**config.mk**
```make
export PLATFORM = sky130hd
export DESIGN_NAME = instruction_buffer
export DESIGN_NICKNAME = d
export VERILOG_FILES = /design/src/rtl/instruction_buffer.sv
export SDC_FILE = /design/constraint.sdc
export NUM_CORES = 1
export LEC_CHECK = 0
export CORE_UTILIZATION = 50
export DETAILED_ROUTE_END_ITERATION = 10
export DONT_BUFFER_PORTS = 1
export PLACE_DENSITY = 0.67
export SLEW_MARGIN = 20
export SYNTH_ARGS = -nofsm -noshare
export SYNTH_HDL_FRONTEND = slang
export SYNTH_SLANG_ARGS = --single-unit
```
**constraint.sdc**
```tcl
create_clock -name clk -period 6.8 [get_ports clk]
set_input_delay 1.7 -clock clk [delete_from_list [all_inputs] [get_ports clk]]
set_output_delay 1.7 -clock clk [all_outputs]
set_load 0.01 [all_outputs]
```
**src/rtl/instruction_buffer.sv**
```systemverilog
// instruction_buffer: pair FIFO between the fetch stage and dual-issue decode, flushed on redirect.
// Optional IBUF_BYPASS_EN: an empty buffer forwards the incoming fetch pair straight onto issue_*.
module instruction_buffer #(
   parameter int              DEPTH = 4,
   parameter int              IW    = 32,
   parameter logic [IW-1:0]   NOP   = IW'(32'h4020_0000)
) (
   input  logic                       clk,
   input  logic                       reset,
   input  logic [IW-1:0]              fetch_instr1,
   input  logic [IW-1:0]              fetch_instr2,
   input  logic [31:0]                fetch_pc,
   output logic                       fetch_enable,
   input  logic                       branch_flag,
   output logic [IW-1:0]              issue_instr1,
   output logic [IW-1:0]              issue_instr2,
   output logic [31:0]                issue_pc,
   output logic [1:0]                 issue_valid,
   input  logic [1:0]                 issue_take,
   output logic [$clog2(DEPTH):0]     occupancy
);

   localparam int PW = $clog2(DEPTH);
   localparam int CW = PW + 1;

   // Head-entry progress: both instructions still pending, or only the younger one.
   typedef enum logic {
      HEAD_PAIR   = 1'b0,
      HEAD_SECOND = 1'b1
   } head_state_t;

   head_state_t      r_state;
   head_state_t      w_state_next;
   logic [PW-1:0]    r_wr_ptr;
   logic [PW-1:0]    r_rd_ptr;
   logic [CW-1:0]    r_count;
   logic [IW-1:0]    r_mem_i1 [DEPTH];
   logic [IW-1:0]    r_mem_i2 [DEPTH];
   logic [31:0]      r_mem_pc [DEPTH];

   logic             w_empty;
   logic             w_full;
   logic             w_push_req;
   logic             w_bypass;
   logic             w_take_legal;
   logic             w_push;
   logic             w_pop;
   logic [1:0]       w_avail;
   logic [1:0]       w_take;

   // Fetch side: a pair is transferred on any posedge where fetch_enable is high and no redirect
   // is in flight. Issue side: issue_valid advertises 0/1/2 slots; issue_take (<= slot count) is
   // the number consumed on that posedge. No path exists from issue_take to fetch_enable.
   assign w_empty      = (r_count == '0);
   assign w_full       = (r_count == CW'(DEPTH));
   assign fetch_enable = !reset && (!w_full || branch_flag);
   assign w_push_req   = fetch_enable && !branch_flag;

`ifdef IBUF_BYPASS_EN
   assign w_bypass = w_empty && (r_state == HEAD_PAIR) && w_push_req;
`else
   assign w_bypass = 1'b0;
`endif

   always_comb begin
      w_avail = 2'd0;
      if (w_empty) begin
         w_avail = w_bypass ? 2'd2 : 2'd0;
      end else if (r_state == HEAD_PAIR) begin
         w_avail = 2'd2;
      end else begin
         w_avail = 2'd1;
      end
   end

   assign w_take_legal = (issue_take <= w_avail);
   assign w_take       = (reset || branch_flag || !w_take_legal) ? 2'd0 : issue_take;

   assign w_pop  = !w_empty &&
                   (((w_take == 2'd2) && (r_state == HEAD_PAIR)) ||
                    ((w_take == 2'd1) && (r_state == HEAD_SECOND)));
   // A bypassed pair fully consumed in the same cycle never needs to be stored.
   assign w_push = w_push_req && !(w_bypass && (w_take == 2'd2));

   always_comb begin
      w_state_next = r_state;
      if (branch_flag) begin
         w_state_next = HEAD_PAIR;
      end else if (w_take == 2'd1) begin
         w_state_next = (r_state == HEAD_PAIR) ? HEAD_SECOND : HEAD_PAIR;
      end
   end

   always_ff @(posedge clk) begin
      if (reset) begin
         r_state <= HEAD_PAIR;
      end else begin
         r_state <= w_state_next;
      end
   end

   always_ff @(posedge clk) begin
      if (reset || branch_flag) begin
         r_wr_ptr <= '0;
         r_rd_ptr <= '0;
         r_count  <= '0;
      end else begin
         if (w_push) begin
            r_wr_ptr <= r_wr_ptr + PW'(1);
         end
         if (w_pop) begin
            r_rd_ptr <= r_rd_ptr + PW'(1);
         end
         case ({w_push, w_pop})
            2'b10:   r_count <= r_count + CW'(1);
            2'b01:   r_count <= r_count - CW'(1);
            default: r_count <= r_count;
         endcase
      end
   end

   always_ff @(posedge clk) begin
      if (w_push) begin
         r_mem_i1[r_wr_ptr] <= fetch_instr1;
         r_mem_i2[r_wr_ptr] <= fetch_instr2;
         r_mem_pc[r_wr_ptr] <= fetch_pc;
      end
   end

   always_comb begin
      issue_valid  = 2'b00;
      issue_instr1 = NOP;
      issue_instr2 = NOP;
      issue_pc     = '0;
      if (w_bypass) begin
         issue_valid  = 2'b11;
         issue_instr1 = fetch_instr1;
         issue_instr2 = fetch_instr2;
         issue_pc     = fetch_pc;
      end else if (!w_empty) begin
         issue_pc = r_mem_pc[r_rd_ptr];
         if (r_state == HEAD_PAIR) begin
            issue_valid  = 2'b11;
            issue_instr1 = r_mem_i1[r_rd_ptr];
            issue_instr2 = r_mem_i2[r_rd_ptr];
         end else begin
            issue_valid  = 2'b01;
            issue_instr1 = r_mem_i2[r_rd_ptr];
         end
      end
   end

   assign occupancy = r_count;

   a_take_legal: assert property (@(posedge clk) disable iff (reset || branch_flag) w_take_legal);
   a_valid_mask: assert property (@(posedge clk) disable iff (reset) issue_valid != 2'b10);

endmodule

```
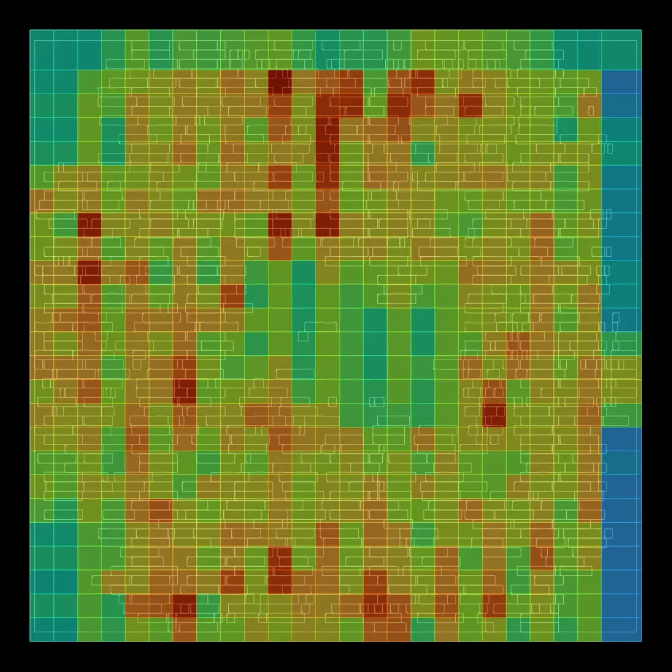
*Congestion heat map*
WL/cell: 25.33 um
met3 GRT Util: 5.563%

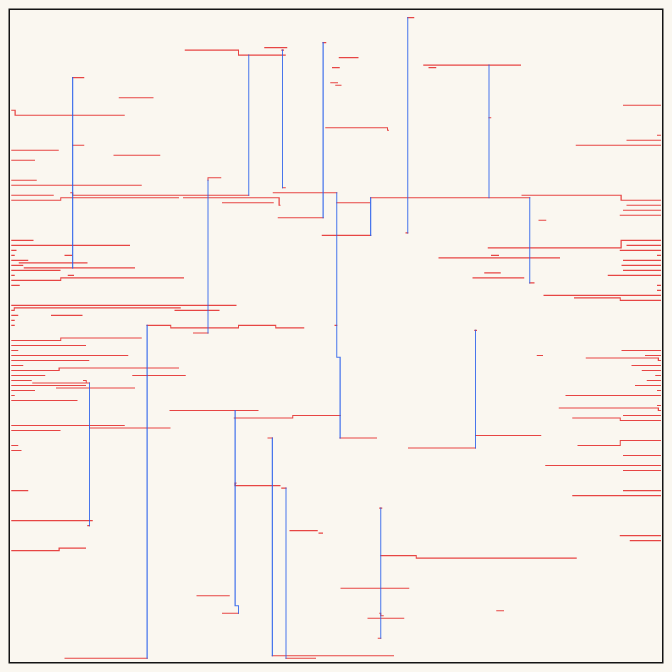
*Metal layers overlaid*
Only two layers are drawn.
blue -> metal 4  # wire length 770 um
red -> metal 3  # wire length 2,090 um

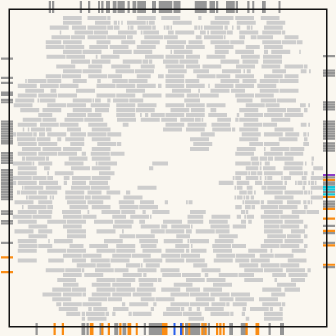
*Pin map*
Pins as bars across the die edge, other pins in gray.
orange -> fetch_pc  # pins 32, direction input, edge 23 bottom, 7 right, 2 left
cyan -> occupancy  # pins 3, direction output, edge right
blue -> issue_take  # pins 2, direction input, edge bottom
purple -> branch_flag  # pins 1, direction input, edge right
all pins by edge = 61 bottom, 58 top, 42 right, 42 left

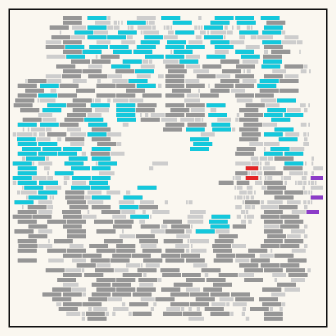
*Sequential cells grouped by signal name*
purple -> occupancy  # placed flops 3
red -> r_wr_ptr  # placed flops 2
cyan -> r_mem_i2  # placed flops 128
not colored = 261

==> summary.txt <==
flow finished, numbers: number of logic gates between 200 and 300, fill count 2,146, CP endpoint issue_instr2[21], storage element area 11,740 sq um, CTS tree done, RD Place Congestion 0.7712, Final Skew 14.65 ps, R2R cell count 13, RSZ-0062 raised after global routing false, Antenna diodes 0, Final Cell Area 17,040 sq um, yosys xor share 0.1713%, worst hold path class reg2reg, YS chip area 15,340 sq um, Vias/cell just under 6, die height 177.2 um, fin. max-slew vios 0, num sequential 394, PwrDens 288.1 nW/um^2, placed cell count 1,076, Setup crit end kind output port, Internal Power ~4.0 mW, Top class by area sequential cells, EDFF count, synth between 300 and 400, Via Count 6,651, total CTS buffers 40, Post-layout nets 840, core area 29,870 sq um, Buf/Inv on CP 1, top cells by count edfxtp_1, mux4_2, and2_1, P_sw 0.9362 mW, nonclk buf count 12, Critical Path Stages 3, Init Core Util 51.35%, First DRT Iteration DRCs ~420, CTS root buf clkbuf_16, outcome finished clean, Dominant Register Cell edfxtp_1, number of setup buffers added after CTS 0, Cell Area, Placed 15,740 sq um, Post-synth seq share around 76%, I/O pin cnt 203, WL final 29,050 um, signal arrival time at the worst endpoint approximately 2400 ps, hpwl dp 17,340 um, worst hold path depth 1, Fin Setup TNS 0 ps, worst-path fanout max 20, synthesized area per cell 21.49 sq um, ys async rst share 0%, ANT nets after route 0, wire length on met1 11,290 um, setup slack, reg-to-reg approximately 2800 ps, first-pass GRT wire length 43,130 um, TritonRoute pass-1 iters 7, clock network power about 2.1 mW, yosys warns 0, largest net degree at the start of global routing roughly 75, Fmax 241.5 MHz, Residual DRC 0
==> placed cells by master (no fill, tap or decap), types with 2 or more instances in the layout <==
cell type | synthesis | final
or3_1 | 3 | 3
xor2_1 | 2 | 2
clkbuf_1 | 16 | 10
and2_4 | 0 | 4
o21ai_0 | 2 | 2
mux2i_1 | 37 | 37
nand2_1 | 5 | 5
edfxtp_1 | 384 | 384
inv_1 | 11 | 11
clkinv_1 | 0 | 8
buf_4 | 0 | 8
nor2_1 | 38 | 37
nor4_1 | 2 | 2
ha_1 | 7 | 7
clkbuf_16 | 0 | 41
a21oi_1 | 3 | 3
mux4_2 | 96 | 96
bufinv_16 | 0 | 3
buf_12 | 0 | 2
buf_16 | 0 | 2
dfxtp_1 | 10 | 7
dfxtp_4 | 0 | 2
and2_1 | 67 | 63
clkinv_2 | 0 | 4
Power is estimated from default activity; no workload was simulated.
